$ cat config.mk
export PLATFORM = sky130hd
export DESIGN_NAME = fetch_queue_flat
export DESIGN_NICKNAME = d
export VERILOG_FILES = /design/src/rtl/fetch_queue_if.sv /design/src/rtl/fetch_queue.sv /design/src/flat_wrapper.sv
export SDC_FILE = /design/constraint.sdc
export NUM_CORES = 1
export LEC_CHECK = 0
export ABC_AREA = 1
export CORE_AREA = 2 2 332 170
export CTS_CLUSTER_SIZE = 20
export DETAILED_ROUTE_END_ITERATION = 10
export DIE_AREA = 0 0 334 172
export PLACE_DENSITY_LB_ADDON = 0.3
export SLEW_MARGIN = 0
export SYNTH_ARGS = -nofsm -noshare
export SYNTH_HDL_FRONTEND = slang
export SYNTH_SLANG_ARGS = --single-unit
$ cat constraint.sdc
create_clock -name clk -period 9.5 [get_ports clk]
set_input_delay 1.9 -clock clk [delete_from_list [all_inputs] [get_ports clk]]
set_output_delay 1.9 -clock clk [all_outputs]
set_load 0.1 [all_outputs]
$ cat src/rtl/fetch_queue_if.sv
// Bundles the fetch queue's memory request/response port and its decode handshake.
// master: the fetch queue itself; slave: the memory and decoder side.
interface fetch_queue_if #(
  parameter int unsigned DEPTH = 4
);
  localparam int unsigned CNT_W = $clog2(DEPTH) + 1;

  logic             imem_req;
  logic [63:0]      imem_addr;
  logic             imem_gnt;
  logic             imem_rvalid;
  logic [31:0]      imem_rdata;
  logic             redirect;
  logic [63:0]      redirect_pc;
  logic             stop;
  logic             instr_valid;
  logic [31:0]      instr;
  logic [63:0]      instr_pc;
  logic             instr_ready;
  logic [CNT_W-1:0] count;

  modport master (
    output imem_req, imem_addr,
    input  imem_gnt, imem_rvalid, imem_rdata,
    input  redirect, redirect_pc, stop,
    output instr_valid, instr, instr_pc,
    input  instr_ready,
    output count
  );

  modport slave (
    input  imem_req, imem_addr,
    output imem_gnt, imem_rvalid, imem_rdata,
    output redirect, redirect_pc, stop,
    input  instr_valid, instr, instr_pc,
    output instr_ready,
    input  count
  );
endinterface

$ cat src/rtl/fetch_queue.sv
// Instruction prefetch: one outstanding memory read, a small PC-tagged FIFO
// toward decode, and redirect handling that flushes and squashes stale data.
module fetch_queue #(
  parameter int unsigned DEPTH    = 4,
  parameter logic [63:0] RESET_PC = 64'h2000
) (
  input logic           clk,
  input logic           reset,
  fetch_queue_if.master fq
);
  localparam int unsigned PTR_W = $clog2(DEPTH);
  localparam int unsigned CNT_W = PTR_W + 1;

  typedef enum logic [1:0] {
    S_FETCH   = 2'd0,
    S_WAIT    = 2'd1,
    S_DISCARD = 2'd2
  } state_t;

  state_t           r_state;
  logic [63:0]      r_fetch_pc;
  logic [31:0]      r_data [DEPTH];
  logic [63:0]      r_pc   [DEPTH];
  logic [PTR_W-1:0] r_head;
  logic [PTR_W-1:0] r_tail;
  logic [CNT_W-1:0] r_count;

  logic w_req;
  logic w_accept;
  logic w_push;
  logic w_valid;
  logic w_pop;

  // Issue only with a free slot, so the eventual push can never overflow.
  assign w_req    = (r_state == S_FETCH) && (r_count < CNT_W'(DEPTH)) &&
                    !fq.stop && !fq.redirect && !reset;
  assign w_accept = w_req && fq.imem_gnt;
  assign w_push   = (r_state == S_WAIT) && fq.imem_rvalid && !fq.redirect && !reset;
  assign w_valid  = (r_count != '0) && !fq.redirect && !reset;
  assign w_pop    = w_valid && fq.instr_ready;

  always_ff @(posedge clk) begin
    if (reset) begin
      r_state    <= S_FETCH;
      r_fetch_pc <= RESET_PC;
      r_head     <= '0;
      r_tail     <= '0;
      r_count    <= '0;
    end else if (fq.redirect) begin
      // Flush; an in-flight request leaves exactly one response to drop.
      r_fetch_pc <= fq.redirect_pc & ~64'h3;
      r_head     <= '0;
      r_tail     <= '0;
      r_count    <= '0;
      case (r_state)
        S_WAIT, S_DISCARD: r_state <= fq.imem_rvalid ? S_FETCH : S_DISCARD;
        default:           r_state <= S_FETCH;
      endcase
    end else begin
      case (r_state)
        S_FETCH: begin
          if (w_accept) begin
            r_state    <= S_WAIT;
            r_fetch_pc <= r_fetch_pc + 64'd4;
          end
        end
        S_WAIT, S_DISCARD: begin
          if (fq.imem_rvalid) r_state <= S_FETCH;
        end
        default: r_state <= S_FETCH;
      endcase
      if (w_push) r_tail <= r_tail + PTR_W'(1);
      if (w_pop)  r_head <= r_head + PTR_W'(1);
      if (w_push && !w_pop)      r_count <= r_count + CNT_W'(1);
      else if (!w_push && w_pop) r_count <= r_count - CNT_W'(1);
    end
  end

  // fetch_pc has already advanced past the outstanding request.
  always_ff @(posedge clk) begin
    if (w_push) begin
      r_data[r_tail] <= fq.imem_rdata;
      r_pc[r_tail]   <= r_fetch_pc - 64'd4;
    end
  end

  assign fq.imem_req    = w_req;
  assign fq.imem_addr   = r_fetch_pc;
  assign fq.instr_valid = w_valid;
  assign fq.instr       = r_data[r_head];
  assign fq.instr_pc    = r_pc[r_head];
  assign fq.count       = r_count;
endmodule

$ cat src/flat_wrapper.sv
// flat-port wrapper written by rule: the top's interface ports become plain ports
module fetch_queue_flat 
#(
  parameter int unsigned DEPTH    = 4,
  parameter logic [63:0] RESET_PC = 64'h2000
)
  (clk, reset, fq_imem_req, fq_imem_addr, fq_imem_gnt, fq_imem_rvalid, fq_imem_rdata, fq_redirect, fq_redirect_pc, fq_stop, fq_instr_valid, fq_instr, fq_instr_pc, fq_instr_ready, fq_count);
  fetch_queue_if #(.DEPTH(DEPTH)) fq_i ();
  input logic clk;
  input logic reset;
  output wire logic [$bits(fq_i.imem_req)-1:0] fq_imem_req;
  output wire logic [$bits(fq_i.imem_addr)-1:0] fq_imem_addr;
  input wire logic [$bits(fq_i.imem_gnt)-1:0] fq_imem_gnt;
  input wire logic [$bits(fq_i.imem_rvalid)-1:0] fq_imem_rvalid;
  input wire logic [$bits(fq_i.imem_rdata)-1:0] fq_imem_rdata;
  input wire logic [$bits(fq_i.redirect)-1:0] fq_redirect;
  input wire logic [$bits(fq_i.redirect_pc)-1:0] fq_redirect_pc;
  input wire logic [$bits(fq_i.stop)-1:0] fq_stop;
  output wire logic [$bits(fq_i.instr_valid)-1:0] fq_instr_valid;
  output wire logic [$bits(fq_i.instr)-1:0] fq_instr;
  output wire logic [$bits(fq_i.instr_pc)-1:0] fq_instr_pc;
  input wire logic [$bits(fq_i.instr_ready)-1:0] fq_instr_ready;
  output wire logic [$bits(fq_i.count)-1:0] fq_count;
  assign fq_imem_req = fq_i.imem_req;
  assign fq_imem_addr = fq_i.imem_addr;
  assign fq_i.imem_gnt = fq_imem_gnt;
  assign fq_i.imem_rvalid = fq_imem_rvalid;
  assign fq_i.imem_rdata = fq_imem_rdata;
  assign fq_i.redirect = fq_redirect;
  assign fq_i.redirect_pc = fq_redirect_pc;
  assign fq_i.stop = fq_stop;
  assign fq_instr_valid = fq_i.instr_valid;
  assign fq_instr = fq_i.instr;
  assign fq_instr_pc = fq_i.instr_pc;
  assign fq_i.instr_ready = fq_instr_ready;
  assign fq_count = fq_i.count;
  fetch_queue #(.DEPTH(DEPTH), .RESET_PC(RESET_PC)) u_core (.clk(clk), .reset(reset), .fq(fq_i));
endmodule
==> images/power_grid.png <==
The bar under the picture is 100 um long. Pins as bars on the die edge.
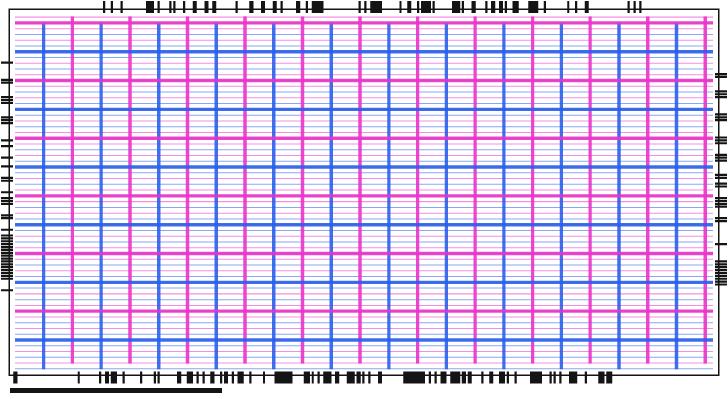
| color | net |
|---|---|
| blue | VSS |
| magenta | VDD |
met1 rails: 62
met5 straps: 12
signal pins: 268
met4 straps: 24

==> images/placement_by_type.png <==
The bar under the picture is 100 um long.
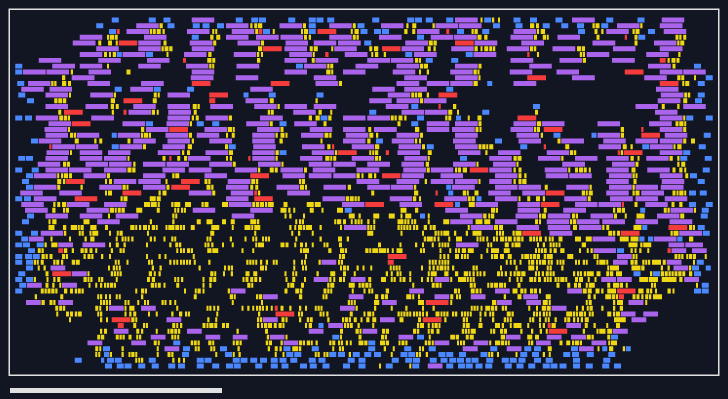
| color | class | cells | share of their area |
|---|---|---|---|
| purple | flops | 449 | 52% |
| yellow | combinational and other logic | 1663 | 32% |
| red | clock drivers and dummy loads | 74 | 5.2% |
| blue | other buffers and delay cells | 281 | 11% |

==> images/clk_routes.png <==
The bar under the picture is 100 um long.
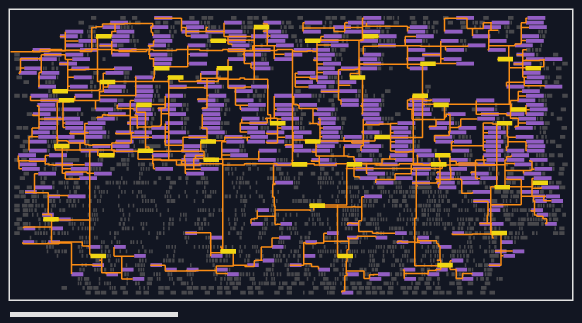
[yellow] clock drivers | count: 41
[purple] flip-flops | count: 449
[orange] clock wires | length: 5880 um
flops lie: all over the die

==> images/wires.png <==
Two of the layers only.
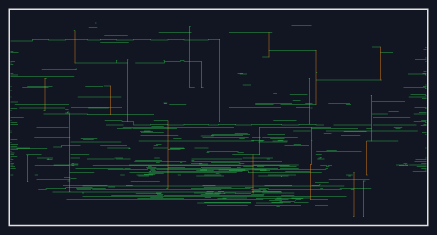
| color | layer | wire length |
|---|---|---|
| orange | metal 4 | 763 um |
| green | metal 3 | 6650 um |

==> Slide: Implementation Results <==
Flow Results at a Glance

Outcome
  – Status: finished clean

Logic synthesis
  – Most used DFF post-synth: edfxtp_1
  – Top non-seq family: simple AND/OR/NAND/NOR gates
  – Synth Cell Area: 21000 um2
  – Simple Share, Synth: 19.9%
  – Post-Synth AOI/OAI Area: 11.2%
  – Yosys stat area: 21000 um2
  – # Cells Yosys: 2232
  – Registers, synthesis: 449
  – Synth Seq Share: 60.7%
  – Asr flop ratio synth: 0%
  – Post-synthesis cell count: 2232

Final layout
  – Layout Cells excl Fill: 3191
  – Final core occ: 46.6%
  – Top Layout Cells: nor2_1 (453), nand2_1 (377), edfxtp_1 (376), clkdlybuf4s50_1 (258), o21ai_0 (227)
  – Antenna diode count: 0

Final timing
  – Fmax: 0.153 GHz
  – Worst slew margin: 15.4%
  – Setup slack after layout: 2.94 ns
  – Cycle use final: 69.0%

Global route
  – GRT Residual Overflow: 0
  – Initial antenna violation count: 0
  – Vias in the first global route: 15700

Clocking
  – Deepest clock path buffer count: 3
  – Clock sinks: 449
  – CTS root buf: clkbuf_16
  – H-tree levels: 2
  – Number of setup buffers added after CTS: 0

Floorplan
  – FP Rows: 61

Worst setup path
  – Endpoint class of the critical path: output port
  – Worst Setup Path Type: primary input to output port
  – Crit Path Max Fanout: 82
  – CP required: 7.60 ns

Place
  – Routability cong.: 1.02

Routing
  – Drt first pass iters: 5
  – Drt total wl: 69.5 mm

Power and ir drop
  – Leak: 8.94 nW
  – Power Density: 168 nW/um2
  – Max IR drop VDD: 0.0000998 V

Min path
  – Hold crit path type: register to register
-- final cells by class --
class | count | area, um2
fill | 5097 | 29200
sequential | 449 | 12800
multi-input combinational | 1512 | 7210
timing repair buffer | 281 | 2750
clock buffer | 46 | 1090
tap | 724 | 906
inverter | 151 | 572
clock inverter | 28 | 199
-- path summary, 6_finish.rpt --
path | start | endpoint | slack, ns | cells past startpoint
setup / recovery | fq_redirect | fq_instr_valid | 2.94 | 7
hold / removal | u_core.r_head[0]$_SDFFE_PP0P_ | register | 0.47 | 2
setup reg to reg | u_core.r_state[0]$_SDFFE_PP0P_ | u_core.fq.imem_addr[26]$_SDFFE_PP0P_ | 5.99 | 10
hold reg to reg | u_core.r_head[0]$_SDFFE_PP0P_ | register | 0.47 | 2
-- flip-flops by register name (all words and copies together), names as in the netlist, named ones only --
register,cells
u_core.r_state,2
u_core.r_head,2
u_core.fq.count,3
u_core.r_pc,248
u_core.r_tail,2
u_core.r_data,128
u_core.fq.imem_addr,62
-- synthesized netlist by cell type, types with 2 or more instances --
master | count | area [um2]
nor2_1 | 457 | 1720
nand2_1 | 377 | 1420
edfxtp_1 | 376 | 11300
o21ai_0 | 227 | 1140
inv_1 | 140 | 526
o22ai_1 | 94 | 588
nand3_1 | 85 | 425
clkbuf_1 | 77 | 289
dfxtp_1 | 73 | 1460
a21oi_1 | 61 | 305
xor2_1 | 52 | 455
buf_2 | 35 | 175
nand4_1 | 35 | 219
nor2_2 | 21 | 131
a31oi_1 | 13 | 81.3
o211ai_1 | 12 | 90.1
inv_2 | 10 | 37.5
nand2_2 | 10 | 62.6
nor3_1 | 10 | 50.1
ha_1 | 9 | 113
o21ai_1 | 9 | 45.0
o221ai_1 | 5 | 43.8
buf_4 | 4 | 30.0
nor2_4 | 4 | 45.0
xnor2_1 | 4 | 35.0
a22oi_1 | 3 | 22.5
buf_1 | 3 | 11.3
nor3_2 | 3 | 30.0
nor4_1 | 3 | 18.8
buf_6 | 2 | 22.5
clkbuf_2 | 2 | 10.0
nand3b_1 | 2 | 15.0
-- where the power goes --
group / leakage, nW / switching (mW) / total [mW] / internal [mW]
combinational: 4.30 / 0.322 / 0.443 / 0.120
clock: 0.629 / 0.755 / 1.64 / 0.882
sequential: 4.01 / 0.0454 / 2.20 / 2.16
total: 8.94 / 1.12 / 4.28 / 3.16
-- critical path, stage by stage --
cell	delay, ns
clkdlybuf4s50_1	0.40
buf_4	0.30
inv_2	0.09
buf_4	0.70
nand2_1	0.58
a21oi_1	0.33
buf_4	0.34
-- logic make-up after synthesis --
family | count (synthesis)
AND-OR/OR-AND | 428
other | 1
buffers and inverters | 274
AND/OR/NAND/NOR | 1014
adder cells (fa/ha/maj) | 10
XOR/XNOR | 56
flip-flops | 449
-- metal layers --
layer / global-route usage, % / vias to the layer above / routed length [um]
li1: - / 8047 / -
met1: 37.0 / 8351 / 34300
met2: 32.5 / 664 / 27800
met3: 6.35 / 49 / 6650
met4: 3.76 / 0 / 763
met5: 0 / - / 0
Power figures rest on the tool's default switching activity, not on a simulated workload.
